[src/rtl/ff_bank_pkg.sv]
// Shared definitions for the configurable flip-flop bank: mode encoding
// and the supported width range.
package ff_bank_pkg;

    // Widest bank the carry chain and parameter checks are sized for.
    localparam int MAX_WIDTH = 32;

    // Operating mode of every bit in the bank; 3'b111 is reserved and
    // behaves exactly like HOLD.
    typedef enum logic [2:0] {
        MODE_HOLD   = 3'b000,
        MODE_D      = 3'b001,
        MODE_T      = 3'b010,
        MODE_JK     = 3'b011,
        MODE_SR     = 3'b100,
        MODE_CNT_UP = 3'b101,
        MODE_CNT_DN = 3'b110,
        MODE_RSVD   = 3'b111
    } mode_e;

endpackage

[src/rtl/ff_bank_cell.sv]
// Single-bit next-state logic. Holds no state; the bank owns the register.
// In counter modes carry_in says whether this bit toggles on this edge.
module ff_cell
    import ff_bank_pkg::*;
(
    input  mode_e mode,
    input  logic  q,
    input  logic  a,
    input  logic  b,
    input  logic  carry_in,
    output logic  next_q
);

    // Per-bit next-state selection for every mode.
    always_comb begin
        // NOTE: default first so every path assigns next_q and no latch is inferred.
        next_q = q;
        unique case (mode)
            MODE_D:      next_q = a;
            MODE_T:      next_q = q ^ a;
            MODE_JK: begin
                unique case ({a, b})
                    2'b00:   next_q = q;
                    2'b01:   next_q = 1'b0;
                    2'b10:   next_q = 1'b1;
                    default: next_q = ~q;
                endcase
            end
            MODE_SR: begin
                // S=R=1 is illegal: keep the bit, the bank raises invalid.
                unique case ({a, b})
                    2'b01:   next_q = 1'b0;
                    2'b10:   next_q = 1'b1;
                    default: next_q = q;
                endcase
            end
            MODE_CNT_UP,
            MODE_CNT_DN: next_q = q ^ carry_in;
            default:     next_q = q;   // HOLD and reserved
        endcase
    end

endmodule

[src/rtl/ff_bank.sv]
// Bank of WIDTH flip-flops whose per-bit behaviour (D, T, JK, SR or
// up/down counter) is selected by mode on every edge. Owns the state
// register, the counter carry chain and the invalid/wrap flags.
module ff_bank
    import ff_bank_pkg::*;
#(
    parameter int               WIDTH = 4,
    parameter logic [WIDTH-1:0] INIT  = '0
) (
    input  logic             clk,
    input  logic             reset,
    input  logic             en,
    input  logic [2:0]       mode,
    input  logic [WIDTH-1:0] a,
    input  logic [WIDTH-1:0] b,
    output logic [WIDTH-1:0] Q,
    output logic [WIDTH-1:0] Qn,
    output logic             invalid,
    output logic             wrap
);

    if (WIDTH < 1 || WIDTH > MAX_WIDTH) begin : g_bad_width
        $error("ff_bank: WIDTH must be in 1..%0d", MAX_WIDTH);
    end

    mode_e            mode_s;
    logic [WIDTH-1:0] carry;      // toggle enable seen by each bit
    logic             carry_out;  // every bit toggles: counter wraps
    logic [WIDTH-1:0] q_next;
    logic             sr_illegal;
    logic             wrap_next;

    assign mode_s = mode_e'(mode);
    assign Qn     = ~Q;

    // Ripple the counter carry: up counts need all lower bits 1,
    // down counts need all lower bits 0; bit 0 always toggles.
    always_comb begin
        logic run;
        run   = 1'b1;
        carry = '0;
        for (int i = 0; i < WIDTH; i++) begin
            carry[i] = run;
            run      = run & ((mode_s == MODE_CNT_DN) ? ~Q[i] : Q[i]);
        end
        carry_out = run;
    end

    for (genvar i = 0; i < WIDTH; i++) begin : g_cell
        ff_cell u_cell (
            .mode     (mode_s),
            .q        (Q[i]),
            .a        (a[i]),
            .b        (b[i]),
            .carry_in (carry[i]),
            .next_q   (q_next[i])
        );
    end

    assign sr_illegal = (mode_s == MODE_SR) && (|(a & b));
    assign wrap_next  = ((mode_s == MODE_CNT_UP) || (mode_s == MODE_CNT_DN)) && carry_out;

    // State register and one-cycle flag pulses; reset wins over everything.
    always_ff @(posedge clk) begin
        // NOTE: non-blocking assignments so all registers update from pre-edge values.
        if (reset) begin
            Q       <= INIT;
            invalid <= 1'b0;
            wrap    <= 1'b0;
        end else if (en) begin
            Q       <= q_next;
            invalid <= sr_illegal;
            wrap    <= wrap_next;
        end else begin
            invalid <= 1'b0;
            wrap    <= 1'b0;
        end
    end

endmodule

[config.mk]
export PLATFORM = sky130hd
export DESIGN_NAME = ff_bank
export DESIGN_NICKNAME = d
export VERILOG_FILES = /design/src/rtl/ff_bank_pkg.sv /design/src/rtl/ff_bank_cell.sv /design/src/rtl/ff_bank.sv
export SDC_FILE = /design/constraint.sdc
export NUM_CORES = 1
export LEC_CHECK = 0
export ABC_AREA = 1
export ABC_CLOCK_PERIOD_IN_PS = 1590
export CAP_MARGIN = 20
export CORE_AREA = 2 2 49 51
export DETAILED_ROUTE_END_ITERATION = 12
export DIE_AREA = 0 0 51 53
export PLACE_DENSITY = 0.76
export SLEW_MARGIN = 15
export SYNTH_ARGS = -nofsm -noshare
export SYNTH_HDL_FRONTEND = slang
export SYNTH_HIERARCHICAL = 1
export SYNTH_SLANG_ARGS = --single-unit
[constraint.sdc]
create_clock -name clk -period 1.59 [get_ports clk]
set_input_delay 0.159 -clock clk [delete_from_list [all_inputs] [get_ports clk]]
set_output_delay 0.159 -clock clk [all_outputs]
set_load 0.02 [all_outputs]
### Sizing map, run 1

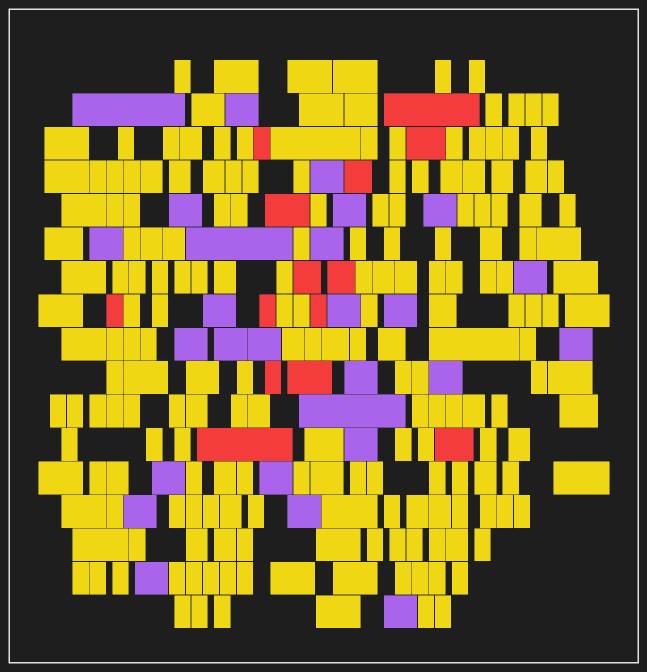
| colour | size | cells | most used |
|---|---|---|---|
| yellow | drive 1 or less | 199 | nand2_1 |
| purple | drive 3 to 4 | 27 | buf_4 |
| red | drive 2 | 14 | inv_2 |
synth-to-layout area growth: 50.73%
min setup slack post-route: 0.04533 ns

### Cell placement, run 1

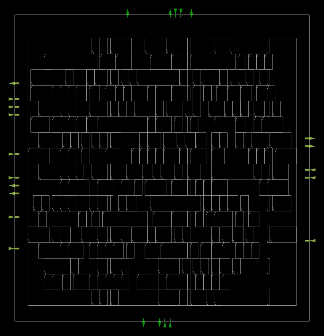
tap cells: 28
core area: 2148 sq um
sequential portion of the cell area: 9.187%
fin util: 65.93%
fin cells: 268

### Wiring heat map, run 1

10 x 11 tiles, from dark blue (low) to red (high), scaled to the fullest tile. Values are wire area over tile area, all layers added.
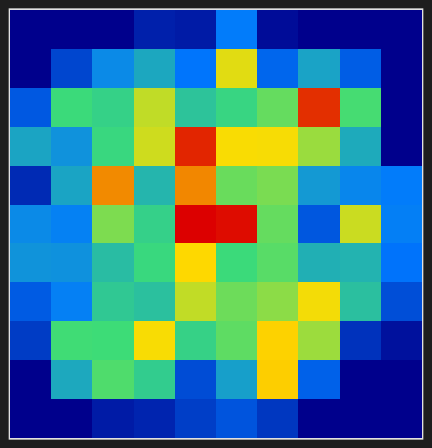
fullest tile: 0.43
emptiest ninth of the die: south-east
tiles over half the peak: 30%

## run 1: synthesized netlist by cell type
cell,instances,area (sq um)
nand2_1,65,244.0
nand2_2,2,12.51
ha_1,4,50.05
and3_1,1,6.260
nor2_2,1,6.260
nand3_2,2,20.02
inv_2,3,11.26
inv_1,46,172.7
xor2_1,1,8.760
dfxtp_1,6,120.1
nand3_1,18,90.09
o21ai_0,5,25.02
a211oi_1,4,30.03
nor2_1,23,86.33
conb_1,1,3.750
a21oi_1,4,20.02
nand4_1,2,12.51
o21ai_1,4,20.02
## run 1: power breakdown
part	internal, uW	switching, uW	total, uW
sequential	161	14.8	176
clock	85.9	63.0	149
combinational	173	199	372
## run 1: critical path, stage by stage, from the launching register on
cell and delay [ns]:
dfxtp_4 0.36, inv_1 0.08, buf_4 0.11, clkdlybuf4s50_1 0.59
## run 1: through the flow
stage	setup WS, ns	instance area (sq um)	util (%)
after global routing	-0.001460	1416	65.93
after floorplan	0.004542	947.2	-
after detailed placement	-0.3694	1363	63.42
final	0.04533	1416	65.93
after global placement	-0.3185	1363	63.42
after CTS	0.03366	1381	64.30
## run 1: kinds of logic (layout without fill, tap and decap cells)
kind of cell	Yosys count	in the layout	share of synthesized area [%]
adder cells (fa/ha/maj)	4	4	5.326
buffers and inverters	49	96	19.57
flip-flops	6	6	12.78
AND/OR/NAND/NOR	114	114	50.87
AND-OR/OR-AND	17	17	10.12
other	1	2	0.3991
XOR/XNOR	1	1	0.9323
## run 1: layout make-up
class | count | area, sq um
clock buffers | 3 | 22.52
well taps | 28 | 35.03
flip-flops and latches | 6 | 130.1
inverters | 49 | 183.9
fillers | 213 | 732.0
multi-input cells | 138 | 659.4
repair buffers | 44 | 385.4
==> flow_summary.ini, run 1 <==
; generated from flow reports
[placement]
dp.cells = 264
gp_congestion = 0.7998
io_buffer_count = 23
dp_hpwl_mm = 2.166

[drt]
drt-initial-drc-count = 24
routed_wl_mm = 2.654
drc = 0
wl_per_cell_microns = 9.903
via_count = 1244
dr_wl_met3_microns = 63
ant_nets = 0

[cts]
clk_pin_slew_ns = 0.05
post_cts_buffers = 0
clock_latency_ns = 0.25
cts_resized = 4

[timing]
setup_viol_count_final = 0
min_period_over_period_pct = 97.15
skew_ns = 0.002636
fmax_mhz = 647.4
hold_violations = 0
drv_slew = 0
tns_ns = 0

[global_route]
grt_pass1_wl_mm = 4.374
use_met2_pct = 43.07
grt_pass1_vias = 1123

[setup_path]
cp_data_arrival_time_ns = 1.39
crit_fanout = 5

[die]
fp_util_pct = 43.74
std_cell_rows = 17
io_pins = 24

[cells_and_area]
final_cell_mix = nand2_1 (65), inv_1 (44), nor2_1 (23)
drive_above_1_share_pct = 17.08
fin_nets = 260
reg_top3 = Q x4, invalid x1, wrap x1

[synthesis]
ys_seq_share_pct = 12.78
syn_area_per_cell_sq_um = 4.894
yosysCellCount = 192
ys.flops = 6
yosysWarnings = 6

[hold_path]
hold_start = Q[0]$_SDFFE_PP0P_

[run_status]
outcome = finished clean

[power]
ir_worst_vdd_mv = 0.2825
==> inputs of run 2 (changes only) <==
--- a/config.mk
+++ b/config.mk
@@ -11,6 +11,7 @@
 export CORE_AREA = 2 2 49 51
 export DETAILED_ROUTE_END_ITERATION = 12
 export DIE_AREA = 0 0 51 53
+export HOLD_SLACK_MARGIN = 0.03
 export PLACE_DENSITY = 0.76
 export SLEW_MARGIN = 15
 export SYNTH_ARGS = -nofsm -noshare
==> run 2 against run 1 <==
Compared with the run above: via count unchanged; area after synthesis unchanged; sequential power hardly changed; first-iteration DRC count unchanged; cell count is the same; critical path depth is the same.
==> flow_summary.ini, run 2 <==
; generated from flow reports
[run_status]
outcome = finished clean

[synthesis]
syn_area_per_cell_sq_um = 4.894
ff_type = dfxtp_1
async_reset_ff_share_pct = 0
yosysWarnings = 6
top_area_cell = nand2_1
ys_seq_share_pct = 12.78
edf_count = 0
yosysCellCount = 192
ys.flops = 6
top_cell = nand2_1
yosysTopAreaCellShare_pct = 25.97

[cells_and_area]
fin_nets = 260
seq_area_sq_um = 130.1
reg_top3 = Q x4, invalid x1, wrap x1
logic_area_sq_um = 659.4
final_cell_mix = nand2_1 (65), inv_1 (44), nor2_1 (23)
design_area_sq_um = 1416
drive_above_1_share_pct = 17.08
syn_to_final_growth_pct = 50.73

[drt]
ant_nets = 0
dr_wl_met3_microns = 63
routed_wl_mm = 2.654
drt-initial-drc-count = 24
drc = 0

[die]
fp_util_pct = 43.74
io_pins = 24
coreArea_sq_um = 2148

[timing]
setup_viol_count_final = 0
fin_ws_ns = 0.04533
drv_slew = 0
min_period_over_period_pct = 97.15
hold_violations = 0

[global_route]
grt_pass1_wl_mm = 4.374

[placement]
placed_cell_area_sq_um = 1363
dp_hpwl_mm = 2.166
gp_congestion = 0.7998
io_buffer_count = 23

[setup_path]
crit_fanout = 5

[power]
ir_worst_vdd_mv = 0.2825

[cts]
clk_pin_slew_ns = 0.05

[hold_path]
hold_start = Q[0]$_SDFFE_PP0P_
-- run 2: path summary, 6_finish.rpt --
kind / endpoint / slack [ns] / cells past startpoint
worst max-delay path: Qn[1] / 0.05 / 3
worst max register to register: Q[3]$_SDFFE_PP0P_ / 0.13 / 13
worst min register to register: Q[0]$_SDFFE_PP0P_ / 0.53 / 2
worst min-delay path: Q[0]$_SDFFE_PP0P_ / 0.53 / 2
-- run 2: metrics by stage --
step                       TNS (ns)  power [uW]  std cells
after floorplan                   0       369.9        193
after global placement      -0.9491       527.6        264
after detailed placement     -1.208       540.3        264
after CTS                         0       690.7        267
after global routing      -0.001460       751.8        268
final                             0       696.9        268
-- run 2: critical path: stages, from the launching register on --
cell             delay, ns
dfxtp_4               0.36
inv_1                 0.08
buf_4                 0.11
clkdlybuf4s50_1       0.59
-- run 2: cells by family after synthesis --
| logic type | synth area share, % |
|---|---|
| AND/OR/NAND/NOR | 50.87 |
| adder cells (fa/ha/maj) | 5.326 |
| flip-flops | 12.78 |
| buffers and inverters | 19.57 |
| AND-OR/OR-AND | 10.12 |
| other | 0.3991 |
| XOR/XNOR | 0.9323 |
-- run 2: report_power, final --
part,switching (uW),internal (uW),leakage (uW),total (uW)
combinational,199,173,0.000775,372
sequential,14.8,161,0.0000512,176
clock,63.0,85.9,0.0000138,149
total,277,420,0.000840,697
-- run 2: area by class of cell --
type,count,share of cell area [%]
Tap cell,28,2.473
Timing Repair Buffer,44,27.21
Sequential cell,6,9.187
Clock buffer,3,1.590
Inverter,49,12.99
Multi-Input combinational cell,138,46.55
-- run 2: what timing repair did --
action / in CTS / in global routing
gates resized: 4 / 8
pin swaps: 0 / 1
cloned: 0 / 0
setup endpoints to repair: 3 / 4
setup buffers: 0 / 1
### Close-up of the layout, run 2

Bar = 10 microns. Region (13, 25) to (38, 50) microns. Cells in grey, sequential cells in the stronger grey; small squares are vias.
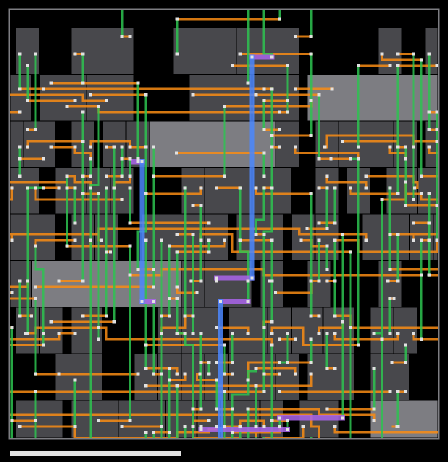
| colour | layer |
|---|---|
| purple | met3 |
| blue | met4 |
| green | met2 |
| orange | met1 |
sequential cells in the window: 4
most frequent: nand2_1 (16), nor2_1 (13), buf_4 (10)
netlist names of flops here include: Q (2)
cells with their middle in the window: 79

### Cell placement, run 2

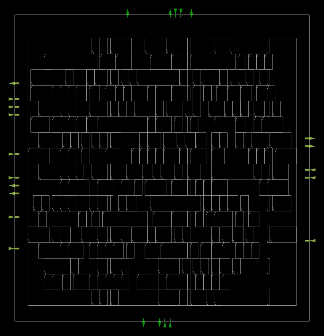
# rows: 17
fillcell total: 213
Flops: 6

### Clock network drawn from the DEF, run 2

Bar = 20 microns.
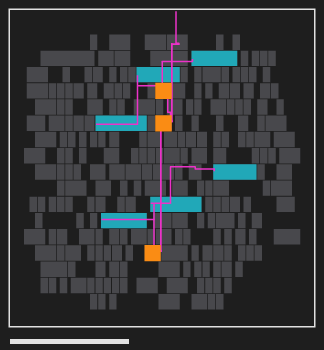
[cyan] flip-flops | count: 6
[magenta] clock wires | length: 119 microns
[orange] cells driving clock nets | count: 3
routed clock nets: 4
worst skew pair latency: 0.25 ns
Setup Skew: 0.002636 ns
Clock Power Share: 21.4%
Clk. pwr: 149 uW

Power and IR drop assume default switching activity.
